`src/rtl/axi_inter_rr_arb.sv`:
```
// M-to-1 round-robin arbiter and pass-through mux for one AXI4 valid/ready channel.
// The grant is locked for one beat (LAST_LOCK=0) or until the beat flagged last (LAST_LOCK=1).
module axi_inter_rr_arb #(
   parameter int unsigned M         = 4,
   parameter int unsigned DW        = 64,
   parameter int unsigned LAST_LOCK = 0,
   localparam int unsigned IW       = (M > 1) ? $clog2(M) : 1
) (
   input  logic            clk,
   input  logic            rstn,
   input  logic [M-1:0]    s_valid,
   output logic [M-1:0]    s_ready,
   input  logic [M*DW-1:0] s_data,
   input  logic [M-1:0]    s_last,
   output logic            m_valid,
   input  logic            m_ready,
   output logic [DW-1:0]   m_data,
   output logic            m_last,
   output logic [IW-1:0]   grant_id,
   output logic            grant_vld
);

   typedef enum logic [0:0] {StIdle, StBusy} state_e;

   state_e        state_q, state_d;
   logic [IW-1:0] grant_q, grant_d;
   logic [IW-1:0] ptr_q, ptr_d;

   logic [IW-1:0] winner;
   logic          found;
   logic [IW:0]   idx;
   logic          busy;
   logic          sel_valid;
   logic          sel_last;
   logic          hs;
   logic          rel;

   // Rotating-priority scan: ptr, ptr+1, ..., M-1, 0, ..., ptr-1.
   always_comb begin
      winner = '0;
      found  = 1'b0;
      idx    = '0;
      for (int k = 0; k < M; k++) begin
         idx = {1'b0, ptr_q} + (IW+1)'(k);
         if (idx >= (IW+1)'(M)) begin
            idx = idx - (IW+1)'(M);
         end
         if (!found && s_valid[idx[IW-1:0]]) begin
            found  = 1'b1;
            winner = idx[IW-1:0];
         end
      end
   end

   // Payload follows grant_q even in IDLE so m_data does not toggle between grants.
   always_comb begin
      sel_valid = 1'b0;
      sel_last  = 1'b0;
      m_data    = '0;
      for (int i = 0; i < M; i++) begin
         if (grant_q == IW'(i)) begin
            sel_valid = s_valid[i];
            sel_last  = s_last[i];
            m_data    = s_data[i*DW +: DW];
         end
      end
   end

   assign busy      = (state_q == StBusy);
   assign m_valid   = busy & sel_valid;
   assign m_last    = (LAST_LOCK != 0) ? sel_last : 1'b1;
   assign hs        = m_valid & m_ready;
   assign rel       = hs & ((LAST_LOCK == 0) | sel_last);
   assign grant_id  = grant_q;
   assign grant_vld = busy;

   always_comb begin
      s_ready = '0;
      for (int i = 0; i < M; i++) begin
         if (busy && (grant_q == IW'(i))) begin
            s_ready[i] = m_ready;
         end
      end
   end

   always_comb begin
      state_d = state_q;
      grant_d = grant_q;
      ptr_d   = ptr_q;
      case (state_q)
         StIdle: begin
            if (|s_valid) begin
               grant_d = winner;
               state_d = StBusy;
            end
         end
         StBusy: begin
            if (rel) begin
               state_d = StIdle;
               ptr_d   = (grant_q == IW'(M-1)) ? '0 : grant_q + 1'b1;
            end
         end
         default: state_d = StIdle;
      endcase
   end

   always_ff @(posedge clk or negedge rstn) begin
      if (!rstn) begin
         state_q <= StIdle;
         grant_q <= '0;
         ptr_q   <= '0;
      end else begin
         state_q <= state_d;
         grant_q <= grant_d;
         ptr_q   <= ptr_d;
      end
   end

endmodule

```
`config.mk`:
```
export PLATFORM = sky130hd
export DESIGN_NAME = axi_inter_rr_arb
export DESIGN_NICKNAME = d
export VERILOG_FILES = /design/src/rtl/axi_inter_rr_arb.sv
export SDC_FILE = /design/constraint.sdc
export NUM_CORES = 1
export LEC_CHECK = 0
export ABC_AREA = 1
export CAP_MARGIN = 20
export CORE_AREA = 2 2 133 135
export DETAILED_ROUTE_END_ITERATION = 7
export DIE_AREA = 0 0 135 137
export GPL_ROUTABILITY_DRIVEN = 0
export SETUP_SLACK_MARGIN = 0.5
export SLEW_MARGIN = 20
export SYNTH_ARGS = -nofsm -noshare
export SYNTH_HDL_FRONTEND = slang
export SYNTH_SLANG_ARGS = --single-unit
```
`constraint.sdc`:
```
create_clock -name clk -period 4.2 [get_ports clk]
set_clock_uncertainty 0.05 [all_clocks]
set_input_delay 1.26 -clock clk [delete_from_list [all_inputs] [get_ports clk]]
set_output_delay 1.26 -clock clk [all_outputs]
set_load 0.005 [all_outputs]
```
==> images/placement_by_type.png <==
Scale: 2 px per um.
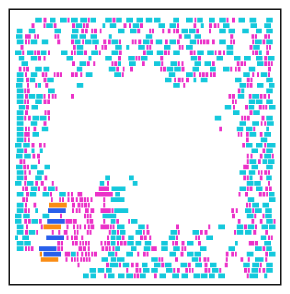
Key: orange = clock drivers and dummy loads [cells 4]; cyan = remaining buffers and delay cells [cells 351]; magenta = combinational and other logic [cells 490]; blue = sequential cells [cells 5]

==> images/io_fan.png <==
Scale: 3 px per um.
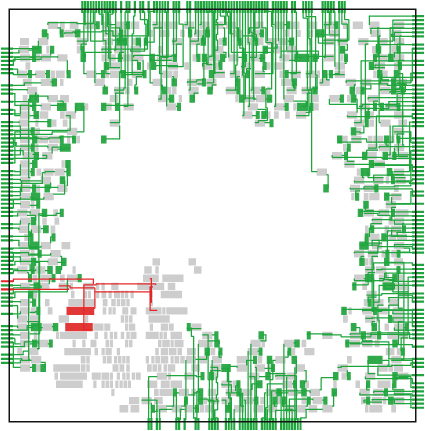
Key: green = `s_data` [bits 256, direction input, edge 78 right, 78 top, 62 left, 38 bottom, end cells 256, buffers 256, wire 5,460 um]; red = `grant_id` [bits 2, direction output, edge left, end cells 2, buffers 2, wire 149 um]

==> images/placement.png <==
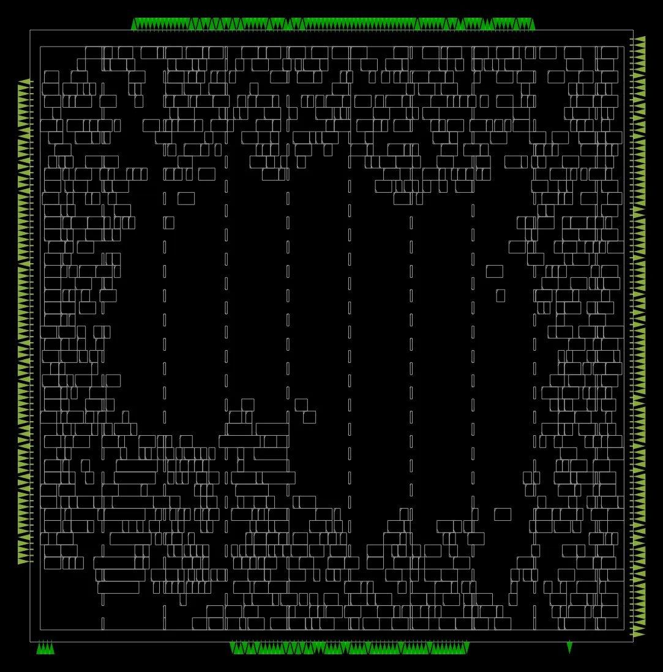
Std-Cell Rows: 48
FFs & Latches: 5

==> images/clk_routes.png <==
Scale: 2 px per um.
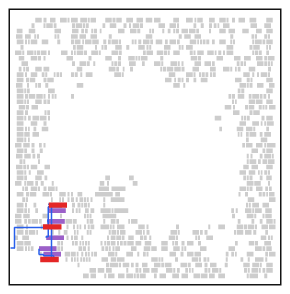
Key: blue = clock wires [length 102 um]; purple = flip-flops [count 5]; red = clock drivers [count 3]
Position of the flops: bottom left. There are 4 routed clock nets.

==> images/layer_met2.png <==
Scale: 3 px per um.
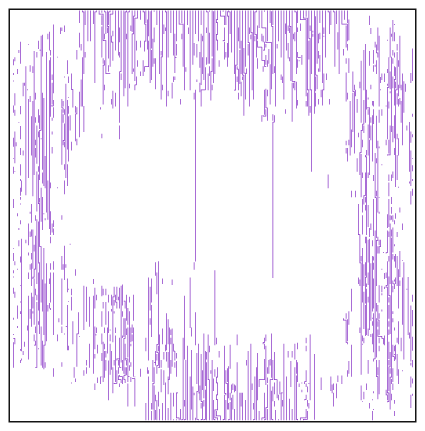
The layer holds 51% of the routed length. 819 nets have wire on it.

flip-flops by register name, indices dropped and copies added (netlist names):
| name | cells |
|---|---|
| grant_vld | 1 |
| grant_id | 2 |
| ptr_q | 2 |
logic make-up after synthesis:
family,after synthesis,synth area share (%)
buf+inv,62,11.0
fa+ha+maj,4,2.00
compound gates,200,40.3
flops,5,5.01
simple gates,266,41.5
other cells,1,0.150
layer usage:
layer	GRT usage, %	up-vias
met1	16.1	1946
met2	28.1	214
met4	2.26	0
li1	-	2398
met3	3.00	11
met5	0	-
synthesized netlist by cell type, drive strengths merged:
cell type / number
nand2: 249
o21ai: 131
a21oi: 67
buf: 23
clkbuf: 20
inv: 18
nand3: 7
nor2: 6
dfrtp: 5
ha: 4
nor3: 3
a41oi: 1
clkinv: 1
conb: 1
nand4: 1
o211ai: 1
metrics by stage:
| stage | cells | instance area, um^2 | total power (W) | worst slack [ns] | util, % |
|---|---|---|---|---|---|
| finish | 1075 | 6090 | 0.00302 | 0.517 | 35.7 |
| global route | 1075 | 6090 | 0.00334 | 0.458 | 35.7 |
| CTS | 1075 | 6120 | 0.00307 | 0.233 | 35.9 |
| detailed placement | 1065 | 6070 | 0.00314 | 0.0720 | 35.6 |
| global placement | 1065 | 6070 | 0.00313 | 0.0879 | 35.6 |
| floorplan | 538 | 2500 | 0.00149 | 1.15 | - |
final cells by class:
type                            count  share of cell area, %
Multi-Input combinational cell    471                   35.0
Tap cell                          225                   4.62
Inverter                           19                   1.17
Timing Repair Buffer              351                   55.8
Clock buffer                        4                   1.29
Sequential cell                     5                   2.05
timing repair:
| item | CTS | global route |
|---|---|---|
| buffers inserted | 6 | 0 |
| endpoints found under the setup margin | 69 | 50 |
| pin swaps | 7 | 7 |
| gates resized | 96 | 70 |
| cloned | 0 | 0 |
==> ds_physical_params.txt <==
Physical implementation characteristics

Parameter                              Value

Hold path
  Worst Hold Endpoint .................. grant_vld
  Beginning of the worst hold path .................. grant_vld

CTS
  Root buffer cell .................. clkbuf_16
  Clock-pin slew of the registers on the worst-case setup and hold paths .................. 0.03 ns
  Number of buffers added by the clock tree synthesis step .................. 3

Yosys
  Synthesis warning total .................. 0
  Netlist area before placement .................. 2500 um^2
  Cell taking the most area after synthesis .................. nand2_1
  Area share, top type .................. 36.3%
  Leading post-synthesis cells by cell area .................. nand2_1 (36%), o21ai_0 (25%), a21oi_1 (13%)
  Share of synthesized area occupied by flip-flops and latches .................. 5.01%
  Cells after Synth .................. 538
  Count of unique library cells instantiated by Yosys .................. 23

Cells and area
  MI comb area .................. 2140 um^2
  Dominant logic cell types in the final layout .................. clkdlybuf4s50_1 (262), nand2_1 (242), o21ai_0 (91)
  Most frequently placed logic cell in the final layout .................. clkdlybuf4s50_1
  Area grow syn2layout .................. 144%
  Tally of filler cells in the layout .................. 1,890
  Antenna diode instance count .................. 0

Drt
  Top routing layer in use .................. met4
  Vias per std cell .................. 4.25
  Mean routed wirelength per cell .................. 14.0 um
  Met2 Routed Length .................. 7630 um
  Total length of routed wires .................. 15,100 um
  Routed length on met3 .................. 1290 um

Worst setup path
  Number of buffers and inverters on the critical path .................. 2
  Internal reg-to-reg setup slack .................. 1.71 ns
  Standard cell with the maximum stage delay on the critical path .................. clkdlybuf4s50_1
  Critical register-to-register path endpoint .................. ptr_q[1]
  Beginning of the worst register-to-register path .................. grant_id[0]
  Critical Path End Type .................. output port
  Data required, critical path .................. 2.89 ns
  Max Fanout on Critical Path .................. 1

Pwr
  Net switching fraction of the power .................. 50.7%
  Fraction of power consumed by the clock network .................. 5.1%
  Power dissipated in combinational cells .................. 0.00275 W
  Largest power group .................. combinational cells
  Internal Power .................. 0.00149 W
  Power density of the placed cells .................. 496 nW/um^2
  Logic pwr share .................. 90.9%
  Power of the sequential group .................. 0.000121 W

Run status
  Run status .................. finished clean

Die
  Core utilization at floorplan .................. 14.7%
  Number of top-level pins .................. 340

GRT
  Antenna violations before repair .................. 0
  Total track usage .................. 14.4%
  Pin count of the biggest net entering global routing .................. 67
  Global-route wire length before repair .................. 21,500 um
  Leftover overflow at the end of global routing .................. 0

Final timing
  Setup_tns .................. 0 ns
  Minimum period implied by the final worst setup slack .................. 3.68 ns
  Setup repair after global routing missed its margin .................. true
  Final worst-path cycle share .................. 87.7%
Power figures rest on the tool's default switching activity, not on a simulated workload.
